### src/rtl/riscv_ctrl_pkg.sv
// Shared definitions for the multi-cycle RV32I control path: FSM state
// encodings, opcode constants, ALU operation codes and datapath select codes.
// Used by multicycle_control_fsm and alu_decoder.
package riscv_ctrl_pkg;

    typedef enum logic [3:0] {
        StFetch    = 4'd0,
        StDecode   = 4'd1,
        StMemAdr   = 4'd2,
        StMemRead  = 4'd3,
        StMemWb    = 4'd4,
        StMemWrite = 4'd5,
        StExecuteR = 4'd6,
        StExecuteI = 4'd7,
        StAluWb    = 4'd8,
        StBeq      = 4'd9,
        StJal      = 4'd10,
        StHalt     = 4'd11
    } state_e;

    localparam logic [6:0] OpLw  = 7'b0000011;
    localparam logic [6:0] OpSw  = 7'b0100011;
    localparam logic [6:0] OpR   = 7'b0110011;
    localparam logic [6:0] OpI   = 7'b0010011;
    localparam logic [6:0] OpBeq = 7'b1100011;
    localparam logic [6:0] OpJal = 7'b1101111;

    // ALUControl codes
    localparam logic [2:0] AluAdd = 3'b000;
    localparam logic [2:0] AluSub = 3'b001;
    localparam logic [2:0] AluAnd = 3'b010;
    localparam logic [2:0] AluOr  = 3'b011;
    localparam logic [2:0] AluSlt = 3'b101;

    // ALUOp emitted by the FSM towards the ALU decoder
    localparam logic [1:0] AluOpAdd   = 2'b00;
    localparam logic [1:0] AluOpSub   = 2'b01;
    localparam logic [1:0] AluOpFunct = 2'b10;

    localparam logic [1:0] ImmI = 2'b00;
    localparam logic [1:0] ImmS = 2'b01;
    localparam logic [1:0] ImmB = 2'b10;
    localparam logic [1:0] ImmJ = 2'b11;

    localparam logic [1:0] ResAluOut    = 2'b00;
    localparam logic [1:0] ResData      = 2'b01;
    localparam logic [1:0] ResAluResult = 2'b10;

    localparam logic [1:0] SrcAPc    = 2'b00;
    localparam logic [1:0] SrcAOldPc = 2'b01;
    localparam logic [1:0] SrcARs1   = 2'b10;

    localparam logic [1:0] SrcBRs2  = 2'b00;
    localparam logic [1:0] SrcBImm  = 2'b01;
    localparam logic [1:0] SrcBFour = 2'b10;

    // Immediate format depends on the opcode alone.
    function automatic logic [1:0] imm_src(input logic [6:0] op);
        case (op)
            OpSw:    imm_src = ImmS;
            OpBeq:   imm_src = ImmB;
            OpJal:   imm_src = ImmJ;
            default: imm_src = ImmI;
        endcase
    endfunction

endpackage

### src/rtl/alu_decoder.sv
// Combinational ALU decoder.
// Ports:
//   alu_op_i      - 00 add, 01 sub, 10 decode from funct fields
//   funct3_i      - instruction funct3
//   op_b5_i       - opcode bit 5 (1 = R-type, 0 = I-type ALU)
//   funct7b5_i    - instruction bit 30
//   alu_control_o - ALU operation code
module alu_decoder
    import riscv_ctrl_pkg::*;
(
    input  logic [1:0] alu_op_i,
    input  logic [2:0] funct3_i,
    input  logic       op_b5_i,
    input  logic       funct7b5_i,
    output logic [2:0] alu_control_o
);

    always_comb begin
        alu_control_o = AluAdd;
        case (alu_op_i)
            AluOpSub: alu_control_o = AluSub;
            AluOpFunct: begin
                case (funct3_i)
                    // Bit 30 is part of the immediate for I-type, so only R-type may subtract.
                    3'b000:  alu_control_o = (op_b5_i && funct7b5_i) ? AluSub : AluAdd;
                    3'b010:  alu_control_o = AluSlt;
                    3'b110:  alu_control_o = AluOr;
                    3'b111:  alu_control_o = AluAnd;
                    default: alu_control_o = AluAdd;
                endcase
            end
            default: alu_control_o = AluAdd;
        endcase
    end

endmodule

### src/rtl/multicycle_control_fsm.sv
// Main sequencing controller of the multi-cycle RV32I core. A Moore FSM walks
// each instruction through fetch/decode/execute/writeback and drives every
// datapath enable and mux select; memory states stretch on mem_ready.
// Ports: clk, reset (async, active-high); op/funct3/funct7b5 from IR; Zero
// from ALU; mem_ready from memory; PCWrite, AdrSrc, MemWrite, IRWrite,
// ResultSrc, ALUSrcA, ALUSrcB, ALUControl, ImmSrc, RegWrite datapath
// controls; halted; state_o debug state.
// Optional: define CTRL_ILLEGAL_HALT_EN to halt on unknown opcodes.
module multicycle_control_fsm
    import riscv_ctrl_pkg::*;
#(
    parameter logic [3:0] RESET_STATE = 4'd0
) (
    input  logic       clk,
    input  logic       reset,
    input  logic [6:0] op,
    input  logic [2:0] funct3,
    input  logic       funct7b5,
    input  logic       Zero,
    input  logic       mem_ready,
    output logic       PCWrite,
    output logic       AdrSrc,
    output logic       MemWrite,
    output logic       IRWrite,
    output logic [1:0] ResultSrc,
    output logic [1:0] ALUSrcA,
    output logic [1:0] ALUSrcB,
    output logic [2:0] ALUControl,
    output logic [1:0] ImmSrc,
    output logic       RegWrite,
    output logic       halted,
    output logic [3:0] state_o
);

    state_e     state_q, state_d;
    logic       pc_write, adr_src, mem_write, ir_write, reg_write;
    logic [1:0] result_src, alu_src_a, alu_src_b, alu_op;
    logic [2:0] alu_control;
`ifdef CTRL_ILLEGAL_HALT_EN
    logic       halt_flag;
`endif

    always_ff @(posedge clk or posedge reset) begin
        if (reset) state_q <= state_e'(RESET_STATE);
        else       state_q <= state_d;
    end

    always_comb begin
        state_d    = state_q;
        pc_write   = 1'b0;
        adr_src    = 1'b0;
        mem_write  = 1'b0;
        ir_write   = 1'b0;
        reg_write  = 1'b0;
        result_src = ResAluOut;
        alu_src_a  = SrcAPc;
        alu_src_b  = SrcBRs2;
        alu_op     = AluOpAdd;
`ifdef CTRL_ILLEGAL_HALT_EN
        halt_flag  = 1'b0;
`endif
        case (state_q)
            StFetch: begin
                alu_src_b  = SrcBFour;
                result_src = ResAluResult;
                if (mem_ready) begin
                    ir_write = 1'b1;
                    pc_write = 1'b1;
                    state_d  = StDecode;
                end
            end
            StDecode: begin
                // Branch target computed speculatively from OldPC + imm.
                alu_src_a = SrcAOldPc;
                alu_src_b = SrcBImm;
                case (op)
                    OpLw, OpSw: state_d = StMemAdr;
                    OpR:        state_d = StExecuteR;
                    OpI:        state_d = StExecuteI;
                    OpBeq:      state_d = StBeq;
                    OpJal:      state_d = StJal;
`ifdef CTRL_ILLEGAL_HALT_EN
                    default:    state_d = StHalt;
`else
                    default:    state_d = StFetch;
`endif
                endcase
            end
            StMemAdr: begin
                alu_src_a = SrcARs1;
                alu_src_b = SrcBImm;
                if (op == OpLw)      state_d = StMemRead;
                else if (op == OpSw) state_d = StMemWrite;
                else                 state_d = StFetch;
            end
            StMemRead: begin
                adr_src = 1'b1;
                if (mem_ready) state_d = StMemWb;
            end
            StMemWb: begin
                result_src = ResData;
                reg_write  = 1'b1;
                state_d    = StFetch;
            end
            StMemWrite: begin
                adr_src   = 1'b1;
                mem_write = 1'b1;
                if (mem_ready) state_d = StFetch;
            end
            StExecuteR: begin
                alu_src_a = SrcARs1;
                alu_src_b = SrcBRs2;
                alu_op    = AluOpFunct;
                state_d   = StAluWb;
            end
            StExecuteI: begin
                alu_src_a = SrcARs1;
                alu_src_b = SrcBImm;
                alu_op    = AluOpFunct;
                state_d   = StAluWb;
            end
            StAluWb: begin
                reg_write = 1'b1;
                state_d   = StFetch;
            end
            StBeq: begin
                alu_src_a = SrcARs1;
                alu_src_b = SrcBRs2;
                alu_op    = AluOpSub;
                pc_write  = Zero;
                state_d   = StFetch;
            end
            StJal: begin
                // PC <= branch target from DECODE; ALU forms OldPC + 4 for rd.
                alu_src_a = SrcAOldPc;
                alu_src_b = SrcBFour;
                pc_write  = 1'b1;
                state_d   = StAluWb;
            end
`ifdef CTRL_ILLEGAL_HALT_EN
            StHalt: begin
                halt_flag = 1'b1;
            end
`endif
            default: state_d = StFetch;
        endcase
    end

    alu_decoder u_alu_decoder (
        .alu_op_i      (alu_op),
        .funct3_i      (funct3),
        .op_b5_i       (op[5]),
        .funct7b5_i    (funct7b5),
        .alu_control_o (alu_control)
    );

    // While reset is held every control is forced quiet, even though the
    // state register already reads FETCH.
    assign PCWrite    = reset ? 1'b0 : pc_write;
    assign AdrSrc     = reset ? 1'b0 : adr_src;
    assign MemWrite   = reset ? 1'b0 : mem_write;
    assign IRWrite    = reset ? 1'b0 : ir_write;
    assign RegWrite   = reset ? 1'b0 : reg_write;
    assign ResultSrc  = reset ? 2'b00 : result_src;
    assign ALUSrcA    = reset ? 2'b00 : alu_src_a;
    assign ALUSrcB    = reset ? 2'b00 : alu_src_b;
    assign ALUControl = reset ? 3'b000 : alu_control;
    assign ImmSrc     = reset ? 2'b00 : imm_src(op);
    assign state_o    = state_q;
`ifdef CTRL_ILLEGAL_HALT_EN
    assign halted     = reset ? 1'b0 : halt_flag;
`else
    assign halted     = 1'b0;
`endif

endmodule

### config.mk
export PLATFORM = sky130hd
export DESIGN_NAME = multicycle_control_fsm
export DESIGN_NICKNAME = d
export VERILOG_FILES = /design/src/rtl/riscv_ctrl_pkg.sv /design/src/rtl/alu_decoder.sv /design/src/rtl/multicycle_control_fsm.sv
export SDC_FILE = /design/constraint.sdc
export NUM_CORES = 1
export LEC_CHECK = 0
export ABC_AREA = 1
export ABC_CLOCK_PERIOD_IN_PS = 1500
export CAP_MARGIN = 20
export CORE_MARGIN = 1.5
export CORE_UTILIZATION = 33
export CTS_CLUSTER_SIZE = 25
export DETAILED_ROUTE_END_ITERATION = 12
export HOLD_SLACK_MARGIN = 0.12
export PLACE_DENSITY = 0.75
export SLEW_MARGIN = 20
export SYNTH_ARGS = -nofsm -noshare
export SYNTH_HDL_FRONTEND = slang
export SYNTH_SLANG_ARGS = --single-unit
### constraint.sdc
create_clock -name clk -period 1.5 [get_ports clk]
set_input_delay 0.3 -clock clk [delete_from_list [all_inputs] [get_ports clk]]
set_output_delay 0.3 -clock clk [all_outputs]
set_load 0.005 [all_outputs]
Run 1, cells by drive strength:
Drawn at 10 px/µm.
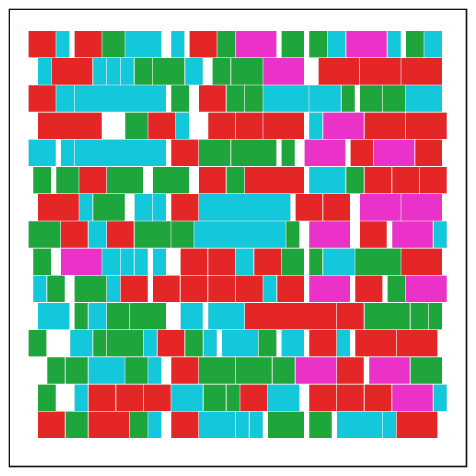
color	size	cells	share	most used
green	_2 cells	62	31%	buf_2
magenta	_6 and larger	16	8.0%	buf_6
cyan	_0 and _1 cells	60	30%	nand2_1
red	_3 and _4 cells	62	31%	buf_4

Run 1, metal 3:
Drawn at 6 px/µm.
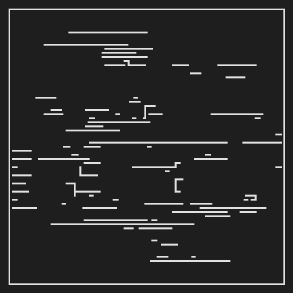
nets with wire on the layer	50
main direction	horizontal

Run 1, routing congestion:
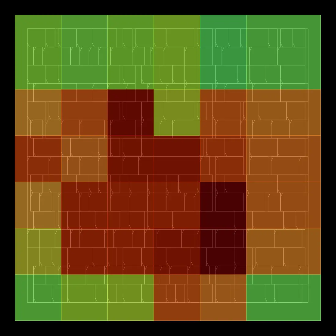
Final Util: 93.0%
routed len/inst: 19.0 µm
GR Layer Usage met3: 5.95%
gr busiest metal: met2
routing usage on met2: 66.2%

Run 1, logic cells by family:
Drawn at 10 px/µm.
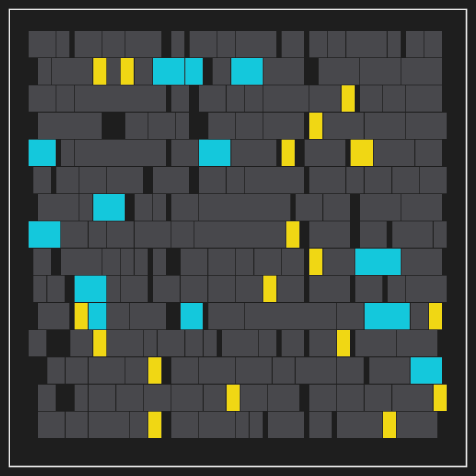
color	family	cells
cyan	aoi and oai cells	13
yellow	inv cells	18

-- run 1: routing by layer --
metal  GRT usage, %  up-vias  wire length (µm)
li1               -      533                 -
met1           36.1      581              1380
met2           66.2       99              2260
met3           5.95       42               319
met4           20.0        0               327
met5              0        -                 0
-- run 1: worst max-delay path, stage by stage (launching register included) --
cell and delay (ps):
dfrtp_1 370, buf_4 130, nand2_2 70, nor2_4 140
ha_4 160, nand2_2 80, nor3_2 190, nor3b_2 220
buf_2 150
-- run 1: worst max path at each step --
stage / startpoint / to / slack [ps]
after detailed placement: op[5] / ImmSrc[0] / -670
after floorplan: state_o[3] / ALUControl[0] / -150
after global placement: op[5] / ImmSrc[0] / -660
final: state_o[2] / ALUControl[2] / -550
after CTS: state_o[1] / ALUControl[0] / -440
after global routing: state_o[2] / ALUControl[0] / -630
-- run 1: layout by cell type (no fill, tap or decap), types with 2 or more instances in the layout --
| master | count |
|---|---|
| buf_4 | 42 |
| buf_2 | 16 |
| buf_6 | 16 |
| nand2_1 | 11 |
| nor2_4 | 9 |
| nand2_2 | 9 |
| inv_1 | 9 |
| inv_2 | 8 |
| nor2_1 | 8 |
| nor2_2 | 6 |
| nand3_2 | 6 |
| clkdlybuf4s50_1 | 6 |
| a21oi_2 | 5 |
| clkbuf_2 | 5 |
| dlygate4sd2_1 | 5 |
| nand2_4 | 4 |
| nand3_1 | 4 |
| dfrtp_1 | 4 |
| nor3_1 | 3 |
| clkbuf_4 | 3 |
| nand4_1 | 2 |
| o21ai_2 | 2 |
| nor3_2 | 2 |
| o31ai_2 | 2 |
-- run 1: power by group --
part           leakage, nW  switching (W)  total, W  internal (W)
clock               0.0138      0.0000415  0.000131     0.0000894
combinational        0.755       0.000496   0.00102      0.000523
sequential          0.0536      0.0000208  0.000147      0.000126
total                0.822       0.000558   0.00130      0.000738
-- run 1: Yosys cell counts --
master / n / area, µm²
a21oi_1: 5 / 25.0
a31oi_1: 1 / 6.26
buf_2: 1 / 5.00
buf_4: 1 / 7.51
conb_1: 1 / 3.75
dfrtp_1: 4 / 100
ha_1: 2 / 25.0
inv_1: 15 / 56.3
inv_2: 3 / 11.3
nand2_1: 23 / 86.3
nand2_2: 1 / 6.26
nand3_1: 11 / 55.1
nand4_1: 2 / 12.5
nor2_1: 18 / 67.6
nor2_2: 2 / 12.5
nor2_4: 3 / 33.8
nor3_1: 6 / 30.0
nor3b_1: 1 / 7.51
o211ai_1: 1 / 7.51
o21ai_0: 2 / 10.0
o21ai_1: 1 / 5.00
o21ai_2: 1 / 8.76
o31ai_1: 2 / 15.0
-- run 1: per-stage QoR --
stage               utilization (%)  worst slack (ps)  instance area [µm²]  TNS (ps)  hold WS [ps]
finish                         93.0              -547                 1590     -6080           470
global route                   93.0              -630                 1590     -7110           485
CTS                            87.7              -438                 1500     -3980           366
detailed placement             73.2              -668                 1250     -7790           738
global placement               73.2              -663                 1250     -7170           719
floorplan                         -              -147                  621      -284           266
-- run 1: cell type report --
class                           count  area [µm²]  share of cell area (%)
Timing Repair Buffer               92         727                    45.8
Multi-Input combinational cell     83         637                    40.1
Sequential cell                     4         100                    6.30
Inverter                           18        70.1                    4.41
Tap cell                           25        31.3                    1.97
Clock buffer                        3        22.5                    1.42
==> notes.md, run 1 <==
run results: outcome=complete, but fails checks, failing checks=setup timing, area delta synth->final=165%, GP Congestion=0.876, synthesized area per cell=approximately 5.6 µm², DRC Markers=0, mux share=0%, Placed Cells=roughly 200, antenna cells=0, buffer count from post-CTS setup fixing=22, Clock Root Buffer=clkbuf_4, Power Total=0.00130 W, ys flops=4, total CTS buffers=3, Worst R2R Path Depth=12, CTS tree=yes, Setup WS post-layout=-547 ps, clk sinks=4, Hold Fails Final Rpt=0, yosys stat chip area=598 µm², yosys aoi share=13.0%, crit start category=flop, min-delay worst type=input port to asynchronous set/reset pin, DRT iter0 DRCs=58, simple share=52.1%, sequential share of the synthesized area=16.7%, Max Fanout on Critical Path=3, Die Wd=45.6 µm, clk latency late pin=approximately 230 ps, mapped cell area=598 µm², Final setup viols=19, Placement Rows=15, comb area leader=simple AND/OR/NAND/NOR gates, yosys warning tally=0, Die Ht=between 40 and 50 µm, Critical R2R Launch=state_o[0]
Run 1, M2 wires:
Drawn at 6 px/µm. Cells faint in the background.
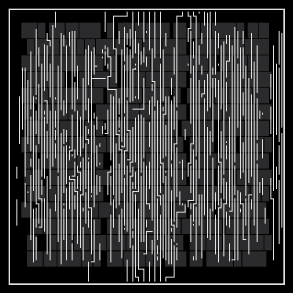

## Run 2: what changed since run 1
ABC_CLOCK_PERIOD_IN_PS = 2200   (was 1500)
CORE_MARGIN = default   (was 1.5)
CORE_UTILIZATION = 36   (was 33)
PLACE_DENSITY = 0.78   (was 0.75)
clock period = 2.2 ns   (was 1.5 ns; I/O delays follow)
Run 2, M2 wires:
Drawn at 6 px/µm. Cells faint in the background.
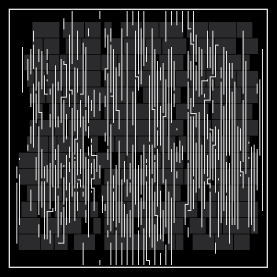
nets with wire on the layer	179
share of all routed wire	55%

==> notes.md, run 2 <==
run results: outcome=complete, but fails checks (unchanged), failing checks=setup timing (unchanged), ys flops=4 (unchanged), sequential share of the synthesized area=16.7% (unchanged), count leader, synth=nand2_1 (unchanged), most common logic cells in the final layout=buf_4 (36), clkdlybuf4s50_1 (20), nand2_1 (18), inv_1 (11), nor2_1 (11) (was buf_4 (42), buf_2 (16), buf_6 (16), nand2_1 (11)), Placement Rows=14 (was 15), Hold Fails Final Rpt=0 (unchanged), main flop type=dfrtp_1 (unchanged), yosys stat chip area=598 µm² (unchanged), crit start category=flop (unchanged), Critical R2R Launch=state_o[0] (unchanged), post-DR vias/cell=5.40 (was 5.58), Setup WS post-layout=-118 ps (was -547 ps), Die Ht=42.8 µm (was 45.6 µm), Power Total=0.000640 W (was 0.00130 W), routed len/inst=15.5 µm (was 19.0 µm), Final setup viols=1 (was 19), count of library flops with an enable pin=0 (unchanged), Placed Cells=183 (was 200), CTS tree=yes (unchanged), Clock Root Buffer=clkbuf_4 (unchanged), DRC Markers=0 (unchanged), min-delay worst type=input port to asynchronous set/reset pin (unchanged), mapped cell area=598 µm² (unchanged), synthesized area per cell=5.59 µm² (unchanged), sequential cell area=103 µm² (was 100 µm²), DRT iter0 DRCs=39 (was 58), GP Congestion=0.805 (was 0.876), Yosys top cell by area=dfrtp_1 (unchanged), Die Wd=42.8 µm (was 45.6 µm), clk latency late pin=230 ps (about the same), Max Fanout on Critical Path=3 (unchanged), area delta synth->final=129% (was 165%), yosys warning tally=0 (unchanged), antenna cells=0 (unchanged), Top-area cell share=16.7% (unchanged), clk sinks=4 (unchanged), Comb gate area=532 µm² (was 637 µm²), ys async rst share=100% (unchanged), Top cell excl fill/tap=buf_4 (unchanged)
==> run 2: cell counts after synthesis <==
No cell type changed its count.
==> run 2: timing repair <==
item | CTS | global route
gates cloned | 0 | 0
pin swaps | 6 | 6
setup buffers | 7 | 3
gates resized | 32 | 27
endpoints found under the setup margin | 15 | 9
==> run 2: logic make-up (layout without fill, tap and decap cells) <==
logic type | count (synthesis) | count (layout) | share of synthesized area (%)
AND-OR/OR-AND | 13 | 13 | 13.0
adder cells (fa/ha/maj) | 2 | 2 | 4.18
buffers and inverters | 20 | 93 | 13.4
flip-flops | 4 | 4 | 16.7
other | 1 | 1 | 0.627
AND/OR/NAND/NOR | 67 | 67 | 52.1
==> run 2: report_power, final <==
part	switching, W	internal [W]	leakage [nW]	total, W
logic	0.000243	0.000212	0.645	0.000455
clock network	0.0000276	0.0000609	0.0138	0.0000885
registers	0.0000104	0.0000861	0.0503	0.0000965
total	0.000281	0.000359	0.709	0.000640
==> run 2: through the flow <==
step	setup slack, ps	instance area (µm²)	util (%)	setup TNS [ps]	hold WS [ps]
final	-118	1370	89.9	-118	541
after global routing	-231	1370	89.9	-351	563
after CTS	-3.90	1270	83.5	-7.20	498
after detailed placement	-231	1160	75.9	-1090	671
after global placement	-178	1160	75.9	-762	663
after floorplan	327	598	-	0	406
==> run 2: layer usage <==
metal	global-route usage, %	up-vias	part of all wire [%]
li1	-	500	-
met1	35.1	494	38
met2	48.2	57	55
met3	2.98	8	5.4
met4	13.8	0	2.3
met5	0	-	0
==> run 2: worst paths after layout <==
| check | end | slack [ps] | depth (start not counted) |
|---|---|---|---|
| max in group asynchronous | state_o[2] | 1550 | 4 |
| setup / recovery | ALUControl[0] | -120 | 10 |
| hold reg to reg | state_o[0] | 750 | 3 |
| min in group clk | state_o[0] | 750 | 3 |
| hold / removal | state_o[1] | 540 | 4 |
| setup reg to reg | state_o[2] | 700 | 10 |
==> run 2: cell type report <==
cell class	instances	share of cell area, %
well taps	16	1.46
flip-flops and latches	4	7.49
inverters	18	5.11
clock buffers	3	1.64
repair buffers	72	45.5
multi-input cells	83	38.8
==> run 2: critical path, stage by stage (launching register included) <==
cell and delay, ps:
dfrtp_2 430, inv_2 80, nand2_2 60, nor2_2 110
ha_2 210, buf_4 110, nand3_1 80, nor3_2 150
nor3_2 70, nor3_1 200, buf_2 150
## Run 3: what changed since run 2
HOLD_SLACK_MARGIN = 0.15   (was 0.12)
Run 3, logic cells by family:
Drawn at 12 px/µm.
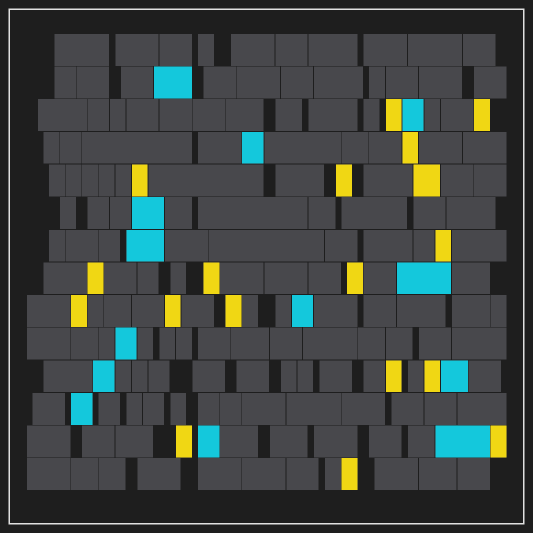
color	family	cells
yellow	inv cells	18
cyan	aoi and oai cells	13

==> notes.md, run 3 <==
run results: outcome=complete, but fails checks (unchanged), failing checks=setup timing (unchanged), Setup WS post-layout=-118 ps (unchanged), mapped cell area=598 µm² (unchanged), Placement Rows=14 (unchanged), total CTS buffers=3 (unchanged), Top cell excl fill/tap=buf_4 (unchanged), post-DR vias/cell=5.40 (unchanged), Die Ht=42.8 µm (unchanged), clk latency late pin=230 ps (about the same), Hold Fails Final Rpt=0 (unchanged), Final Cell Area=0.00137 mm² (unchanged), Power Total=0.000640 W (unchanged), sequential share of the synthesized area=16.7% (unchanged), most common logic cells in the final layout=buf_4 (36), clkdlybuf4s50_1 (20), nand2_1 (18), inv_1 (11), nor2_1 (11) (unchanged), M1 GR Usage=35.1% (unchanged), Top-area cell share=16.7% (unchanged), placed cell area=0.00116 mm² (unchanged), Final setup viols=1 (unchanged), count leader, synth=nand2_1 (unchanged), Synth top cells by count=nand2_1 (23), nor2_1 (18), inv_1 (15) (unchanged), DRC Markers=0 (unchanged), area delta synth->final=129% (unchanged), gr busiest metal=met2 (unchanged), Yosys top cell by area=dfrtp_1 (unchanged), crit start category=flop (unchanged), antenna cells=0 (unchanged), clk sinks=4 (unchanged), ys flops=4 (unchanged), count of library flops with an enable pin=0 (unchanged), yosys stat chip area=598 µm² (unchanged), yosys warning tally=0 (unchanged), Die Wd=42.8 µm (unchanged)
## run 3: cell counts after synthesis
No cell type changed its count.
## run 3: area by class of cell
type / instances / area (µm²) / share of cell area, %
clock buffer: 3 / 22.5 / 1.64
inverter: 18 / 70.1 / 5.11
multi-input combinational: 83 / 532 / 38.8
sequential: 4 / 103 / 7.49
tap: 16 / 20.0 / 1.46
timing repair buffer: 72 / 623 / 45.5
## run 3: metrics by stage
stage / setup slack, ps / cells / util [%] / TNS (ps)
after global placement: -178 / 183 / 75.9 / -762
after detailed placement: -231 / 183 / 75.9 / -1090
final: -118 / 196 / 89.9 / -118
after CTS: -3.90 / 193 / 83.5 / -7.20
after global routing: -231 / 196 / 89.9 / -351
after floorplan: 327 / 107 / - / 0
## run 3: repair_timing
item / in CTS / in global routing
setup endpoints to repair: 15 / 9
resized: 32 / 27
pin swaps: 6 / 6
hold buffers: 0 / 0
setup buffers: 7 / 3
gates cloned: 0 / 0
## run 3: cells by family after synthesis
group	Yosys count	share of synthesized area, %
simple gates	67	52.1
buf+inv	20	13.4
compound gates	13	13.0
flops	4	16.7
fa+ha+maj	2	4.18
other cells	1	0.627
## run 3: routing by layer
metal | vias to the layer above | wire length, µm
li1 | 500 | -
met5 | - | 0
met4 | 0 | 69
met3 | 8 | 163
met2 | 57 | 1650
met1 | 494 | 1150
## run 3: worst paths after layout
| path | from | end | slack [ps] | cells past startpoint |
|---|---|---|---|---|
| hold / removal | reset | state_o[1] | 540 | 4 |
| min in group clk | state_o[0] | state_o[0] | 750 | 3 |
| setup / recovery | state_o[3] | ALUControl[0] | -120 | 10 |
| hold reg to reg | state_o[0] | state_o[0] | 750 | 3 |
| setup reg to reg | state_o[0] | state_o[2] | 700 | 10 |
| max in group asynchronous | reset | state_o[2] | 1550 | 4 |
## run 3: power by group
part	total, W	leakage, nW	internal [W]	switching [W]
Clock	0.0000885	0.0138	0.0000609	0.0000276
Sequential	0.0000965	0.0503	0.0000861	0.0000104
Combinational	0.000455	0.645	0.000212	0.000243
Total	0.000640	0.709	0.000359	0.000281
## run 3: worst max-delay path, stage by stage, from the launching register on
cell	delay, ps
dfrtp_2	430
inv_2	80
nand2_2	60
nor2_2	110
ha_2	210
buf_4	110
nand3_1	80
nor3_2	150
nor3_2	70
nor3_1	200
buf_2	150
Power figures rest on the tool's default switching activity, not on a simulated workload.
